==> config.mk <==
export PLATFORM = sky130hd
export DESIGN_NAME = mul_seq
export DESIGN_NICKNAME = d
export VERILOG_FILES = /design/src/rtl/mul_seq.sv
export SDC_FILE = /design/constraint.sdc
export NUM_CORES = 1
export LEC_CHECK = 0
export CAP_MARGIN = 20
export CORE_UTILIZATION = 50
export DETAILED_ROUTE_END_ITERATION = 10
export PLACE_DENSITY = 0.83
export SYNTH_ARGS = -nofsm -noshare
export SYNTH_HDL_FRONTEND = slang
export SYNTH_SLANG_ARGS = --single-unit
export TNS_END_PERCENT = 100
==> constraint.sdc <==
create_clock -name clk -period 5.8 [get_ports clk]
set_input_delay 1.16 -clock clk [delete_from_list [all_inputs] [get_ports clk]]
set_output_delay 1.16 -clock clk [all_outputs]
set_load 0.01 [all_outputs]
**Run 1: the clock network**

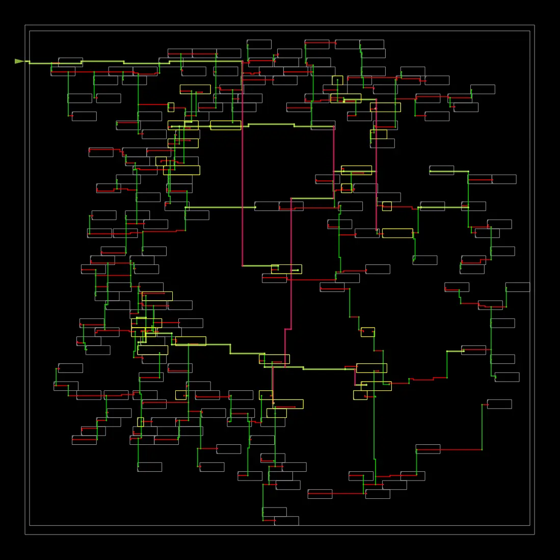
Latency at later pin: 440 ps
CTS Sinks: 169
Layout clock buffers: 18
Num CTS Buffers: 17
number of sequential cells: 169

**Run 1: placement density heat map**

Scale: 2 px per um. 15 x 15 tiles, from black (low) to pale yellow (high), 0 to 100% covered.
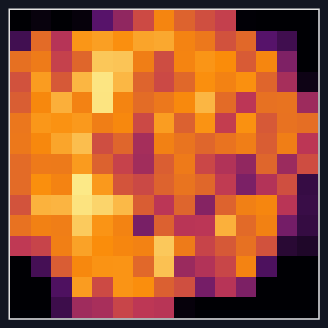
densest ninth of the die: west
mean over tiles: 54%
tiles over 75% full: 20%
Pre-Place Util: 51.1%
Core ar.: 22600 sq um
Util after Layout: 58.7%

**Run 1: PDN straps and rails**

Scale: 2 px per um. Pins as bars on the die edge.
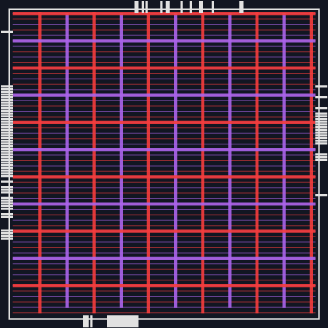
legend:
  VSS:
    color: red
  VDD:
    color: purple
rows: 55
signal pins: 104
met1 rails: 56
met5 straps: 11
die width: 154 um
Max rail drop VDD: 0.000161 V
die height: 154 um

==> flow_summary.toml, run 1 <==
# generated from flow reports
[flow_run]
maxCapViolations = 0

[timing]
rsz0062_at_grt = "false"
max_freq_ghz = 0.196
finalHoldViolations = 0
slew_headroom_pct = 31.2

[power]
sw_frac_of_total_pct = 27.9
p_switching_mw = 0.749
pwr-share-comb_pct = 11.8
leakage_nw = 4.93

[floorplan]
fp.dieArea_sq_um = 23700

[finish]
seq_share_pct = 25.5
drive_gt1_share_pct = 5.72
fin_nets = 1703
largest_reg_flops = 63

[logic_synthesis]
ys.flops = 169
yosys.area.top_type = "dfxtp_1"
topCellsByArea = "dfxtp_1, a21oi_1, nand2_1"
edf_count = 0

[cts]
postCtsHoldBufs = 0
clkTransAtPathRegs_ps = 70

[outcome]
status = "finished, final reports clean"

[hold_path]
min_path_type = "flop to flop"
run 1: power by group through the flow:
stage               Clock [mW]  Sequential, mW  Combinational [mW]
floorplan                    0            1.22               0.200
global placement             0            1.23               0.306
detailed placement           0            1.23               0.311
CTS                       1.17            1.20               0.313
global route              1.22            1.20               0.347
finish                    1.16            1.20               0.316
run 1: synthesized netlist by cell type, types with 6 or more instances:
| master | instances |
|---|---|
| a2111oi_0 | 6 |
| a211oi_1 | 49 |
| a21o_1 | 18 |
| a21oi_1 | 196 |
| a221oi_1 | 6 |
| a22oi_1 | 35 |
| a31oi_1 | 11 |
| and2_1 | 44 |
| and3_1 | 17 |
| and4_1 | 7 |
| buf_1 | 10 |
| clkbuf_1 | 99 |
| dfxtp_1 | 169 |
| ha_1 | 37 |
| inv_1 | 20 |
| mux2i_1 | 11 |
| nand2_1 | 193 |
| nand2b_1 | 11 |
| nand3_1 | 78 |
| nand4_1 | 11 |
| nor2_1 | 130 |
| nor3_1 | 37 |
| nor4_1 | 19 |
| o211ai_1 | 15 |
| o21ai_0 | 66 |
| o31ai_1 | 20 |
| o41ai_1 | 13 |
| or2_2 | 14 |
| or3_1 | 19 |
| or4_1 | 9 |
| xnor2_1 | 45 |
| xor2_1 | 54 |
run 1: routing by layer:
metal | vias up | GRT usage, % | routed length, um
met5 | - | 0 | 0
met3 | 74 | 4.03 | 2110
met4 | 0 | 11.3 | 961
met2 | 434 | 47.3 | 15900
met1 | 5637 | 38.5 | 14900
li1 | 5784 | - | -
run 1: layout by cell type, fill, tap and decap left out, types with 5 or more instances in the layout:
cell type and instances:
a2111oi_0 6, and2_1 44, a21o_1 18, o21ai_0 66
clkbuf_16 17, inv_1 20, dfxtp_1 168, nor4_1 19
a211oi_1 49, ha_1 37, nand2_1 193, o41ai_1 13
and3_1 16, a221oi_1 6, buf_4 18, a31oi_1 11
a22oi_1 35, o21bai_1 5, and4_1 7, nand3_1 77
o21a_1 5, or3_1 19, nor3_1 37, nor2_1 129
or2_2 14, xnor2_1 45, nor3b_1 5, a21oi_1 196
mux2i_1 11, a311oi_1 5, nand4_1 11, nand2b_1 10
or4_1 9, mux2_2 5, clkdlybuf4s50_1 102, xor2_1 54
o31ai_1 20, o211ai_1 15
run 1: kinds of logic after synthesis:
| group | count (synthesis) | share of synthesized area, % |
|---|---|---|
| buffers and inverters | 131 | 4.26 |
| adders and majority gates | 38 | 4.17 |
| DFF | 169 | 29.2 |
| muxes | 16 | 1.44 |
| xor gates and xnor gates | 99 | 7.50 |
| AOI/OAI and AO/OA | 492 | 27.0 |
| and+or+nand+nor | 620 | 26.3 |
run 1: worst reg2reg max path, stage by stage, from the launching register on:
cell	delay [ps]
dfxtp_1	560
buf_4	260
and2_1	160
ha_1	330
a21o_1	260
a2111o_1	420
a2111oi_0	820
nor2_1	140
or3_1	410
a2111oi_2	580
nand4_1	290
o41ai_1	470
xor2_1	180
o22ai_1	90
run 1: per-stage QoR:
step / worst slack (ps) / cells
5_1_grt: 327 / 1892
3_3_place_gp: 883 / 1860
3_5_place_dp: 842 / 1860
4_1_cts: 812 / 1892
2_1_floorplan: 1630 / 1565
6_report: 692 / 1892
==> inputs of run 2 (changes only) <==
- CTS_BUF_LIST: not set -> sky130_fd_sc_hd__clkbuf_16
==> flow_summary.toml, run 2 <==
# generated from flow reports
[logic_synthesis]
ys.flops = 169
synthMostInstantiatedCell = "a21oi_1"

[finish]
fin_cells = 1892
layout_top_cells = "a21oi_1, nand2_1, dfxtp_1"
largest_reg_flops = 63
drive_gt1_share_pct = 5.66
fin_nets = 1703
final_common_cell = "a21oi_1"

[floorplan]
core-area_sq_um = 22600
die_w_um = 154
dieHeight_um = 154

[flow_run]
maxCapViolations = 0

[power]
ir_drop_v = 0.000160

[timing]
postLayoutSetupSlackWorst_ps = 702
finalHoldViolations = 0
rsz0062_at_grt = "false"
slew_headroom_pct = 30.8

[cts]
cts-buffers-inserted = 17
postCtsHoldBufs = 0

[outcome]
status = "finished, final reports clean"
## run 2: netlist changes by cell type in the layout (fill, tap and decap cells not counted), sizes merged
cell,change
clkinv,+1
clkbuf,-1
## run 2: layout make-up
| type | count | share of cell area, % |
|---|---|---|
| Timing Repair Buffer | 120 | 8.71 |
| Multi-Input combinational cell | 1265 | 58.1 |
| Sequential cell | 169 | 25.5 |
| Clock inverter | 15 | 1.18 |
| Inverter | 21 | 0.594 |
| Clock buffer | 17 | 3.21 |
| Tap cell | 285 | 2.69 |
## run 2: kinds of logic (layout without fill, tap and decap cells)
kind of cell / Yosys count / after routing / synth area share [%]
simple gates: 620 / 620 / 26.3
mux: 16 / 16 / 1.44
buf+inv: 131 / 173 / 4.26
compound gates: 492 / 492 / 27.0
fa+ha+maj: 38 / 38 / 4.17
xor+xnor: 99 / 99 / 7.50
flops: 169 / 169 / 29.2
## run 2: worst max-delay path: cells and delay by family (launching register included)
family	cells	cell delay, ps
AOI/OAI and AO/OA	6	2630
adders and majority gates	1	330
xor gates and xnor gates	1	180
and+or+nand+nor	4	990
buffers and inverters	1	260
DFF	1	560
## run 2: power breakdown
| group | internal [mW] | total, mW | leakage (nW) | switching (mW) |
|---|---|---|---|---|
| Sequential | 1.18 | 1.20 | 1.37 | 0.0158 |
| Combinational | 0.124 | 0.316 | 3.27 | 0.192 |
| Clock | 0.610 | 1.15 | 0.286 | 0.541 |
| Total | 1.92 | 2.67 | 4.93 | 0.750 |
## run 2: per-layer routing
| metal | vias to the layer above | GRT usage, % | wire length [um] |
|---|---|---|---|
| met1 | 5647 | 38.4 | 14900 |
| met3 | 81 | 4.06 | 2120 |
| li1 | 5784 | - | - |
| met4 | 0 | 11.4 | 1010 |
| met2 | 453 | 47.2 | 16000 |
| met5 | - | 0 | 0 |
**Run 2: placement density heat map**

Scale: 2 px per um. 15 x 15 tiles, from black (low) to pale yellow (high), 0 to 100% covered.
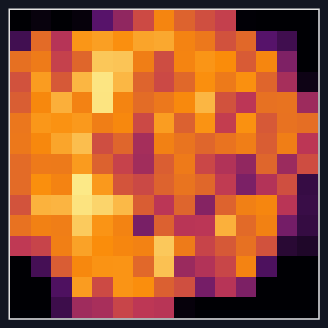
fullest tile: 95%
mean over tiles: 54%
nearly empty tiles: 12%
densest ninth of the die: west
emptiest ninth of the die: south-east
tiles over 75% full: 20%
Util after Layout: 58.6%

**Run 2: the clock network**

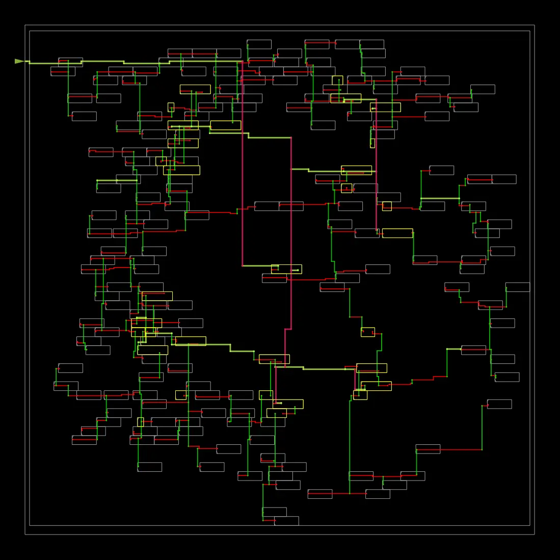
skew final: 14.0 ps
Clock Power: 1.15 mW

**Run 2: metal 2**

Scale: 2 px per um.
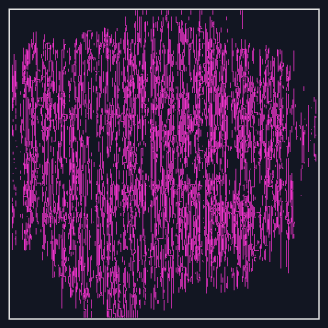
nets with wire on the layer: 1418
main direction: vertical
vias after detailed routing: 12000
final WL: 34000 um
met2 global-route usage: 47.2%

Power and IR drop assume default switching activity.
